<file path="config.mk">
export PLATFORM = sky130hd
export DESIGN_NAME = cdc_strobe_source
export DESIGN_NICKNAME = d
export VERILOG_FILES = /design/src/rtl/cdc_hndshk_pkg.sv /design/src/rtl/cdc_down_counter.sv /design/src/rtl/cdc_strobe_source.sv
export SDC_FILE = /design/constraint.sdc
export NUM_CORES = 1
export LEC_CHECK = 0
export ABC_AREA = 1
export CORE_MARGIN = 3
export CORE_UTILIZATION = 55
export DETAILED_ROUTE_END_ITERATION = 6
export GPL_TIMING_DRIVEN = 0
export PLACE_DENSITY = 0.84
export RECOVER_POWER = 25
export SLEW_MARGIN = 10
export SYNTH_ARGS = -nofsm -noshare
export SYNTH_HDL_FRONTEND = slang
export SYNTH_SLANG_ARGS = --single-unit
</file>
<file path="constraint.sdc">
create_clock -name source_clk -period 2.6 [get_ports source_clk]
set_input_delay 0.26 -clock source_clk [delete_from_list [all_inputs] [get_ports source_clk]]
set_output_delay 0.26 -clock source_clk [all_outputs]
set_load 0.02 [all_outputs]
</file>
<file path="src/rtl/cdc_hndshk_pkg.sv">
`default_nettype none
// ---------------------------------------------------------------------
// cdc_hndshk_pkg : state type and default run constants for the
//                  strobe source.                           Rev 1.0
// ---------------------------------------------------------------------
package cdc_hndshk_pkg;

   localparam int unsigned DEF_PULSE_LIMIT = 5;
   localparam int unsigned DEF_GAP_CYCLES  = 2;
   localparam int unsigned DEF_ACK_TIMEOUT = 16;

   typedef enum logic [2:0] {
      ST_IDLE    = 3'd0,
      ST_ISSUE   = 3'd1,
      ST_STROBE  = 3'd2,
      ST_ACK     = 3'd3,
      ST_RELEASE = 3'd4,
      ST_GAP     = 3'd5,
      ST_DONE    = 3'd6
   } state_t;

endpackage
`default_nettype wire

</file>
<file path="src/rtl/cdc_down_counter.sv">
`default_nettype none
// ---------------------------------------------------------------------
// cdc_down_counter : 8-bit loadable down counter with zero flag,
//                    saturating at zero.                    Rev 1.0
// ---------------------------------------------------------------------
module cdc_down_counter (
   input  logic       clk,
   input  logic       rst_n,
   input  logic       load,
   input  logic [7:0] load_value,
   input  logic       dec,
   output logic       zero
);

   logic [7:0] count_d;
   logic [7:0] count_q;

   always_comb begin
      count_d = count_q;
      if (load) begin
         count_d = load_value;
      end else if (dec && (count_q != 8'd0)) begin
         count_d = count_q - 8'd1;
      end
   end

   always_ff @(posedge clk) begin
      if (!rst_n) begin
         count_q <= 8'd0;
      end else begin
         count_q <= count_d;
      end
   end

   assign zero = (count_q == 8'd0);

endmodule
`default_nettype wire

</file>
<file path="src/rtl/cdc_strobe_source.sv">
`default_nettype none
// ---------------------------------------------------------------------
// cdc_strobe_source : issues a run of handshaked strobes into a CDC
//                     source. Optional ack timeout: CDC_STROBE_SOURCE_TIMEOUT_EN.
//                                                          Rev 1.0
// ---------------------------------------------------------------------
module cdc_strobe_source
   import cdc_hndshk_pkg::*;
#(
   parameter int unsigned PULSE_LIMIT = DEF_PULSE_LIMIT,
   parameter int unsigned GAP_CYCLES  = DEF_GAP_CYCLES,
   parameter int unsigned ACK_TIMEOUT = DEF_ACK_TIMEOUT
) (
   input  logic        source_clk,
   input  logic        source_reset_n,
   input  logic        start,
   input  logic        source_stall,
   output logic        source_strobe,
   output logic        busy,
   output logic        done,
   output logic [15:0] sent_count,
   output logic        timeout_err
);

   localparam logic [15:0] LIMIT    = 16'(PULSE_LIMIT);
   localparam logic [7:0]  GAP_LOAD = (GAP_CYCLES == 0) ? 8'd0 : 8'(GAP_CYCLES - 1);

   if ((PULSE_LIMIT > 65535) || (GAP_CYCLES > 255) ||
       (ACK_TIMEOUT < 1) || (ACK_TIMEOUT > 255)) begin : g_bad_params
      $error("cdc_strobe_source: parameter out of range");
   end

   state_t      state_d, state_q;
   state_t      after_gap;
   logic        strobe_d, strobe_q;
   logic        busy_d, busy_q;
   logic        done_d, done_q;
   logic [15:0] sent_count_d, sent_count_q;
   logic        start_accept;
   logic        gap_zero;
   logic        ack_expired;

   assign start_accept = (state_q == ST_IDLE) && start;
   assign after_gap    = (sent_count_q < LIMIT) ? ST_ISSUE : ST_DONE;

   // Loaded as stall drops in RELEASE so the zero flag marks the last GAP cycle.
   cdc_down_counter u_gap_counter (
      .clk        (source_clk),
      .rst_n      (source_reset_n),
      .load       ((state_q == ST_RELEASE) && !source_stall),
      .load_value (GAP_LOAD),
      .dec        (state_q == ST_GAP),
      .zero       (gap_zero)
   );

`ifdef CDC_STROBE_SOURCE_TIMEOUT_EN
   localparam logic [7:0] ACK_LOAD = 8'(ACK_TIMEOUT - 1);

   logic ack_zero;
   logic timeout_err_d, timeout_err_q;

   cdc_down_counter u_ack_counter (
      .clk        (source_clk),
      .rst_n      (source_reset_n),
      .load       (state_q == ST_STROBE),
      .load_value (ACK_LOAD),
      .dec        (state_q == ST_ACK),
      .zero       (ack_zero)
   );

   assign ack_expired = (state_q == ST_ACK) && !source_stall && ack_zero;

   always_comb begin
      timeout_err_d = timeout_err_q;
      if (start_accept) begin
         timeout_err_d = 1'b0;
      end else if (ack_expired) begin
         timeout_err_d = 1'b1;
      end
   end

   always_ff @(posedge source_clk) begin
      if (!source_reset_n) begin
         timeout_err_q <= 1'b0;
      end else begin
         timeout_err_q <= timeout_err_d;
      end
   end

   assign timeout_err = timeout_err_q;
`else
   assign ack_expired = 1'b0;
   assign timeout_err = 1'b0;
`endif

   always_comb begin
      state_d      = state_q;
      sent_count_d = sent_count_q;
      case (state_q)
         ST_IDLE: begin
            if (start_accept) begin
               sent_count_d = 16'd0;
               state_d      = (LIMIT == 16'd0) ? ST_DONE : ST_ISSUE;
            end
         end
         ST_ISSUE: begin
            if (!source_stall) state_d = ST_STROBE;
         end
         ST_STROBE: begin
            sent_count_d = sent_count_q + 16'd1;
            state_d      = ST_ACK;
         end
         ST_ACK: begin
            if (source_stall)     state_d = ST_RELEASE;
            else if (ack_expired) state_d = ST_DONE;
         end
         ST_RELEASE: begin
            if (!source_stall) state_d = (GAP_CYCLES == 0) ? after_gap : ST_GAP;
         end
         ST_GAP: begin
            if (gap_zero) state_d = after_gap;
         end
         ST_DONE: begin
            state_d = ST_IDLE;
         end
         default: begin
            state_d = ST_IDLE;
         end
      endcase
      // Outputs are registered from the next state so they align with it.
      strobe_d = (state_d == ST_STROBE);
      busy_d   = (state_d != ST_IDLE);
      done_d   = (state_d == ST_DONE);
   end

   always_ff @(posedge source_clk) begin
      if (!source_reset_n) begin
         state_q      <= ST_IDLE;
         strobe_q     <= 1'b0;
         busy_q       <= 1'b0;
         done_q       <= 1'b0;
         sent_count_q <= 16'd0;
      end else begin
         state_q      <= state_d;
         strobe_q     <= strobe_d;
         busy_q       <= busy_d;
         done_q       <= done_d;
         sent_count_q <= sent_count_d;
      end
   end

   assign source_strobe = strobe_q;
   assign busy          = busy_q;
   assign done          = done_q;
   assign sent_count    = sent_count_q;

endmodule
`default_nettype wire
</file>
Figure 1. Track usage over the die (run 1).
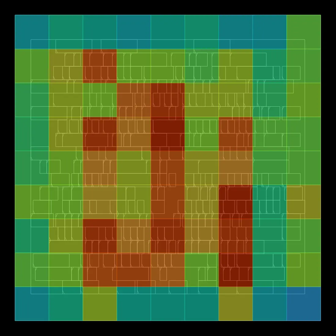
met2 Use GR: 33.87%
met3 GRT Util: 6.847%
Avg WL per Cell: 11.39 microns
routing usage on met1: 26.85%

Figure 2. Sizing map (run 1).
The bar under the picture is 20 microns long.
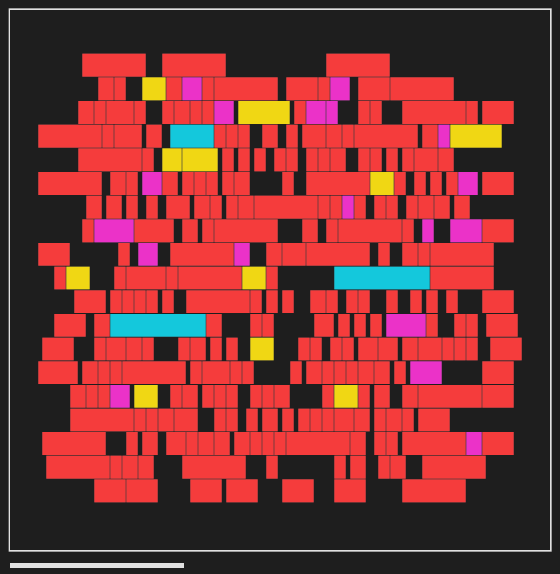
Key: magenta = _2 cells [cells 18]; red = _0 and _1 cells [cells 260]; cyan = _6 and larger [cells 3]; yellow = _3 and _4 cells [cells 11]

Figure 3. Layout detail (run 1).
The bar under the picture is 10 microns long. Region (11, 0) to (51, 40) microns. Cells in gray, sequential cells in the stronger gray; small squares are vias.
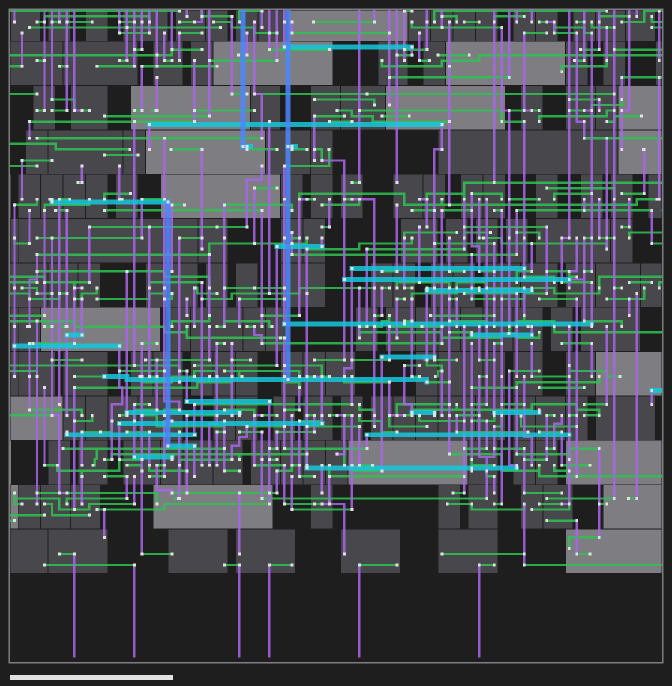
Key: purple = metal 2; green = metal 1; blue = metal 4; cyan = metal 3
169 logic cells have their middle in the window. Netlist names of flops here include `sent_count` (9), `u_gap_counter.count_q` (2). Sequential cells in the window: 13. Most frequent: nand2_1 (43), nor2_1 (24), inv_1 (19).

Figure 4. The metal 2 layer (run 1).
The bar under the picture is 20 microns long. Cells faint in the background.
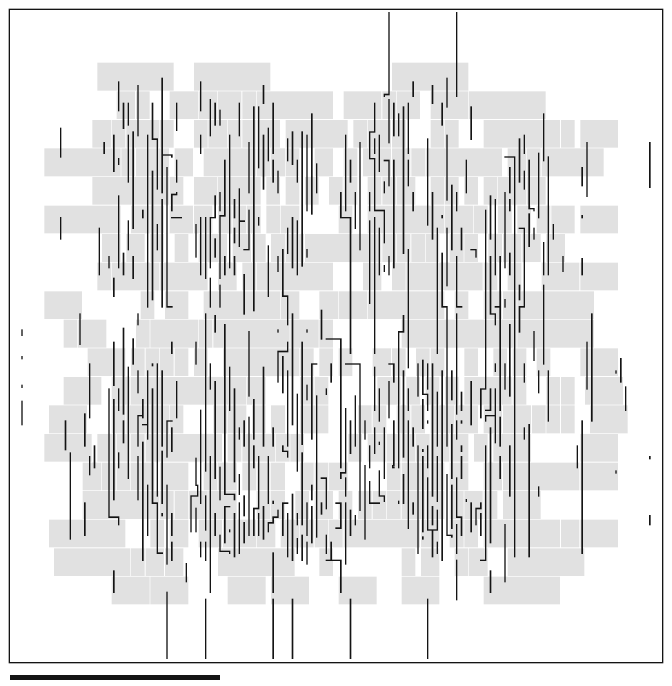
The longest straight run is 38.1 microns. The layer carries 1,700 microns of wire. The wires run mostly vertical. 233 nets have wire on it.

==> flow_metrics.py, run 1 <==
# Synthesis and PnR figures
metrics = {
    "global_routing": {
        "antenna_found_initial": 0,
        "grt_pass1_wl_mm": 6.741,
        "overflow": 0,
    },
    "cts": {
        "cts-hold-fix-buffers": 0,
        "clk_pin_slew_ps": 100,
        "cts_setup_buffers": 0,
        "root_buffer": "clkbuf_4",
        "numCtsBuffers": 5,
        "cts_tree": "built",
        "clockBufferDepth": 2,
        "clkLatencyLatePin_ps": 340,
        "cts_max_level": 2,
    },
    "pwr": {
        "leakage_nw": 0.8622,
        "power_density_nw_per_um2": 519.9,
        "ir_drop_v": 0.0002997,
        "finalPower_mw": 1.089,
        "p_comb_share_pct": 10.1,
        "p_int_mw": 0.8322,
        "p_clk_share_pct": 46.0,
        "switchingPower_mw": 0.2568,
    },
    "place": {
        "place.port_buffers": 22,
        "dp_hpwl_mm": 2.660,
        "dpl.cell_count": 326,
        "gp_congestion": 0.8187,
    },
    "setup_path": {
        "crit_family": "buffers and inverters",
        "crit_path_max_fanout": 8,
        "timing.critical_path.buf_inv": 1,
        "startpoint_type": "flip-flop",
        "slowest_stage": "clkdlybuf4s50_1",
    },
    "synthesis": {
        "ys_area_sq_um": 1732,
        "ys_seq_share_pct": 34.68,
        "ys_cells": 262,
        "yosys.cell_types.count": 34,
        "fp_nets": 269,
        "numSynthFlops": 30,
    },
    "final_layout": {
        "drive_gt1_share_pct": 10.96,
        "postLayoutCellArea_sq_um": 2095,
        "diodes": 0,
    },
    "status": {
        "outcome": "complete, no violations",
    },
    "drt": {
        "drc": 0,
        "wirelength_mm": 3.804,
        "vias": 1742,
        "drtIter0Drc": 100,
    },
    "final_timing": {
        "rsz0062_at_grt": "false",
        "fin_setup_tns_ps": 0,
    },
    "die": {
        "rows": 19,
    },
}
-- run 1: power groups by stage --
stage	Clock [mW]	Sequential [mW]	Combinational [mW]
2_1_floorplan	0	0.495	0.0744
3_3_place_gp	0	0.489	0.114
3_5_place_dp	0	0.490	0.114
4_1_cts	0.508	0.479	0.115
5_1_grt	0.529	0.480	0.122
6_report	0.501	0.478	0.110
-- run 1: synth_stat cells, drive strengths merged --
cell type / number / share of area, %
nor3: 5 / 2.4
nand2: 73 / 16
nor2: 39 / 9.6
clkinv: 1 / 0.22
dfxtp: 30 / 35
nand3b: 1 / 0.43
ha: 3 / 2.2
a31oi: 1 / 0.36
o21bai: 1 / 0.43
nand4: 5 / 1.8
xnor2: 2 / 1.0
a21oi: 19 / 5.7
a211oi: 5 / 2.7
o221ai: 1 / 0.51
o21ai: 17 / 5.6
nor4: 1 / 0.72
conb: 1 / 0.22
buf: 4 / 1.4
nand3: 15 / 5.3
inv: 38 / 8.4
-- run 1: placed cells by master, fill, tap and decap left out, drive strengths merged --
| cell type | n |
|---|---|
| nand2 | 73 |
| nand3b | 1 |
| inv | 37 |
| bufinv | 2 |
| o21bai | 1 |
| a21oi | 19 |
| o221ai | 1 |
| clkinv | 2 |
| conb | 1 |
| clkdlybuf4s50 | 21 |
| nand4 | 5 |
| clkbuf | 6 |
| nor4 | 1 |
| dlygate4sd3 | 1 |
| a31oi | 1 |
| o21ai | 17 |
| nand3 | 15 |
| ha | 3 |
| nor2 | 39 |
| a211oi | 5 |
| dfxtp | 30 |
| nor3 | 5 |
| buf | 4 |
| xnor2 | 2 |
-- run 1: kinds of logic after synthesis --
kind of cell | synth area share (%)
flops | 34.68
xor+xnor | 1.012
compound gates | 15.32
simple gates | 36.56
fa+ha+maj | 2.168
buf+inv | 10.04
other cells | 0.2166
-- run 1: routing by layer --
metal	vias to the layer above	global-route usage [%]	share of wire [%]
met5	-	0	0
met4	0	8.840	1.8
met3	8	6.847	7.7
met2	68	33.87	45
met1	768	26.85	46
li1	898	-	-
-- run 1: worst min-delay path, cell delays in order (launching register included) --
cell,delay [ps]
dfxtp_1,310
inv_1,90
a21oi_1,70
-- run 1: state kept, by name, summed over array words and instances (netlist names) --
signal	cells
source_strobe	1
busy	1
state_q	3
done	1
sent_count	16
u_gap_counter.count_q	8
-- run 1: worst paths after layout --
check | startpoint | end | slack, ps | cells past startpoint
worst max-delay path | sent_count[8] | sent_count[8] | 840 | 1
worst min-delay path | u_gap_counter.count_q[6] | u_gap_counter.count_q[6] | 500 | 2
worst max register to register | u_gap_counter.count_q[0] | busy | 850 | 9
worst min register to register | u_gap_counter.count_q[6] | u_gap_counter.count_q[6] | 500 | 2
-- run 1: final cells by class --
type / instances / area [sq um]
Clock inverter: 2 / 60.06
Timing Repair Buffer: 22 / 220.2
Clock buffer: 6 / 51.30
Sequential cell: 30 / 600.6
Inverter: 39 / 148.9
Multi-Input combinational cell: 189 / 935.9
Tap cell: 42 / 52.55
Buffer: 4 / 25.02
Fill cell: 228 / 782.0
## Run 2: what changed since run 1
Settings changed: CORE_UTILIZATION 55 to 49, PLACE_DENSITY 0.84 to 0.8.
Clock period 2.6 ns to 1.4 ns, I/O delays scaled along.
Figure 5. The metal 2 layer (run 2).
The bar under the picture is 20 microns long. Cells faint in the background.
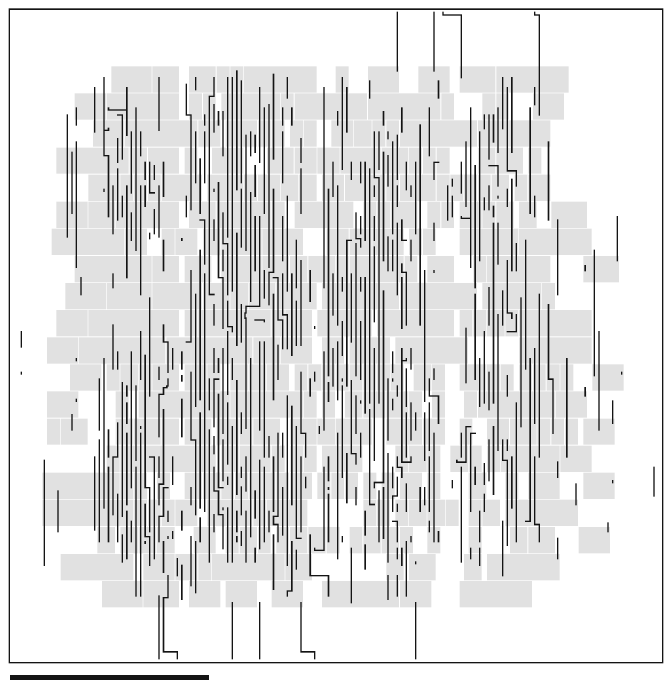
The longest straight run is 23.8 microns. 253 nets have wire on it.

Figure 6. Track usage over the die (run 2).
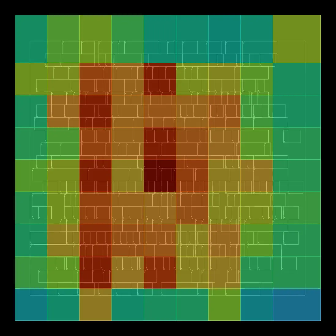
All-Layer GR Usage: 21.89%
met2 Use GR: 35.02%
final core occ: 77.23%

Figure 7. Sizing map (run 2).
The bar under the picture is 20 microns long.
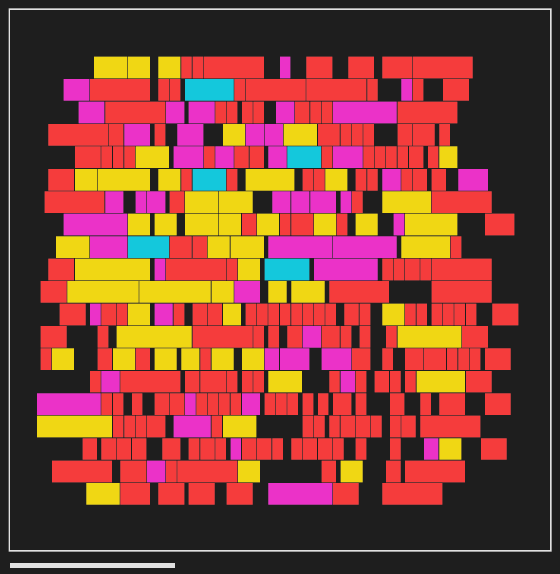
Key: cyan = _6 and larger [cells 5]; magenta = _2 cells [cells 49]; red = _0 and _1 cells [cells 206]; yellow = _3 and _4 cells [cells 53]

==> run 2 against run 1 <==
  * The run now ends with setup timing left
  * Clock-buffer cell count up 1
  * Non-clock buffer count up 21
  * Synthesized cell count unchanged
  * Setup slack worse by 920 ps
  * Clock skew down 4.4 ps
  * Utilization up 4.4 points
  * Die size up 11%
  * Clock power up 15%
  * Global-route usage up 0.50 points
  * First-iteration DRC count up 64%
==> flow_metrics.py, run 2 <==
# Synthesis and PnR figures
metrics = {
    "die": {
        "rows": 20,
    },
    "final_timing": {
        "setup_ws_ps": -78.05,
        "rsz0062_at_grt": "true",
        "setup_viol": 12,
    },
    "drt": {
        "wl_per_cell_microns": 13.52,
        "drc": 0,
        "drtIter0Drc": 164,
        "vias": 1878,
    },
    "status": {
        "violations": "setup timing",
        "outcome": "finished with violations",
    },
    "hold_path": {
        "worstHoldPathCells": 2,
        "min_to": "source_strobe",
    },
    "synthesis": {
        "fp_nets": 269,
        "common_cells": "nand2_1 (70), nor2_1 (33), dfxtp_1 (30), inv_1 (30), a21oi_1 (18)",
        "ys_cells": 262,
        "ys_seq_share_pct": 34.68,
        "synth_area_leader_cell": "dfxtp_1",
        "top_cells_by_area": "dfxtp_1 (35%), nand2_1 (15%), nor2_1 (7.2%), inv_1 (6.5%), a21oi_1 (5.2%)",
        "yosys.cell_types.count": 34,
    },
    "place": {
        "place.port_buffers": 22,
        "gp_congestion": 0.8558,
        "dp_hpwl_mm": 2.739,
        "dpl.cell_count": 328,
    },
    "final_layout": {
        "drive_gt1_share_pct": 34.19,
        "largest_reg_flops": 16,
        "layout_top_cell": "nand2_1",
        "final_cell_mix": "nand2_1 (57), nor2_1 (27), inv_1 (24), dfxtp_1 (21), buf_4 (20)",
        "diodes": 0,
    },
    "global_routing": {
        "antenna_found_initial": 0,
        "grt_pass1_wl_mm": 7.307,
        "overflow": 0,
    },
    "cts": {
        "cts-hold-fix-buffers": 0,
        "numCtsBuffers": 5,
        "clk_pin_slew_ps": 100,
        "clkLatencyLatePin_ps": 350,
        "cts_tree": "built",
        "root_buffer": "clkbuf_4",
    },
    "pwr": {
        "leakage_nw": 1.135,
        "power_density_nw_per_um2": 697.0,
        "ir_drop_v": 0.0005202,
    },
    "setup_path": {
        "startpoint_type": "flip-flop",
        "worstReg2RegEnd": "u_gap_counter.count_q[3]",
        "reg2regPathDepth": 11,
        "slowest_stage": "dfxtp_2",
        "worstSetupStartpoint": "u_gap_counter.count_q[1]",
    },
}
[run 2: cell types whose count changed in the layout (fill, tap and decap cells not counted), sizes merged]
cell           previous run  this run
buf                       4        25
bufinv                    2         0
dlygate4sd2               0        19
clkinv                    2         3
clkbuf                    6         7
clkdlybuf4s50            21         2
[run 2: area by class of cell]
class	instances	area, sq um
multi-input cells	189	1179
clock inverters	1	5.005
repair buffers	43	369.1
flip-flops and latches	30	616.8
clock buffers	7	55.05
fillers	242	729.5
inverters	39	168.9
well taps	44	55.05
plain buffers	4	25.02
[run 2: worst max path at each step]
stage                                to  slack, ps  cells after the start
3_3_place_gp                       busy       -160                      9
4_1_cts        u_gap_counter.count_q[6]        -20                     11
5_1_grt        u_gap_counter.count_q[3]       -160                     11
2_1_floorplan                      busy        -50                     11
3_5_place_dp                       busy       -170                      9
6_report       u_gap_counter.count_q[3]        -80                     11
[run 2: cell families after synthesis]
| kind of cell | synth area share, % |
|---|---|
| XOR/XNOR | 1.012 |
| adder cells (fa/ha/maj) | 2.168 |
| flip-flops | 34.68 |
| other | 0.2166 |
| AND/OR/NAND/NOR | 36.56 |
| AND-OR/OR-AND | 15.32 |
| buffers and inverters | 10.04 |
[run 2: report_power, final]
group | total (mW) | internal, mW | switching (mW)
Combinational | 0.256 | 0.0918 | 0.164
Sequential | 0.890 | 0.869 | 0.0210
Clock | 0.578 | 0.243 | 0.335
[run 2: repair_timing]
action	CTS	global route
cloned	0	0
pin swaps	8	13
setup buffers	13	8
gates resized	36	57
endpoints found under the setup margin	36	29
[run 2: critical path: cells and delay by family, from the launching register on]
kind                       cells  cell delay (ps)
adders and majority gates      1              150
buffers and inverters          4              380
AOI/OAI and AO/OA              2              280
DFF                            1              330
and+or+nand+nor                4              270
[run 2: metal layers]
metal | global-route usage (%) | share of wire, % | vias up
met5 | 0 | 0 | -
met4 | 9.585 | 2.3 | 0
met3 | 4.444 | 6.1 | 9
met2 | 35.02 | 48 | 59
met1 | 28.38 | 43 | 869
li1 | - | - | 941
[run 2: metrics by stage]
stage	total power, mW	cell area [sq um]
floorplan	1.058	1753
global placement	1.122	2028
detailed placement	1.125	2028
CTS	1.677	2222
global route	1.791	2474
finish	1.724	2474
No activity file was given, so power comes from the tool's default toggle rates.
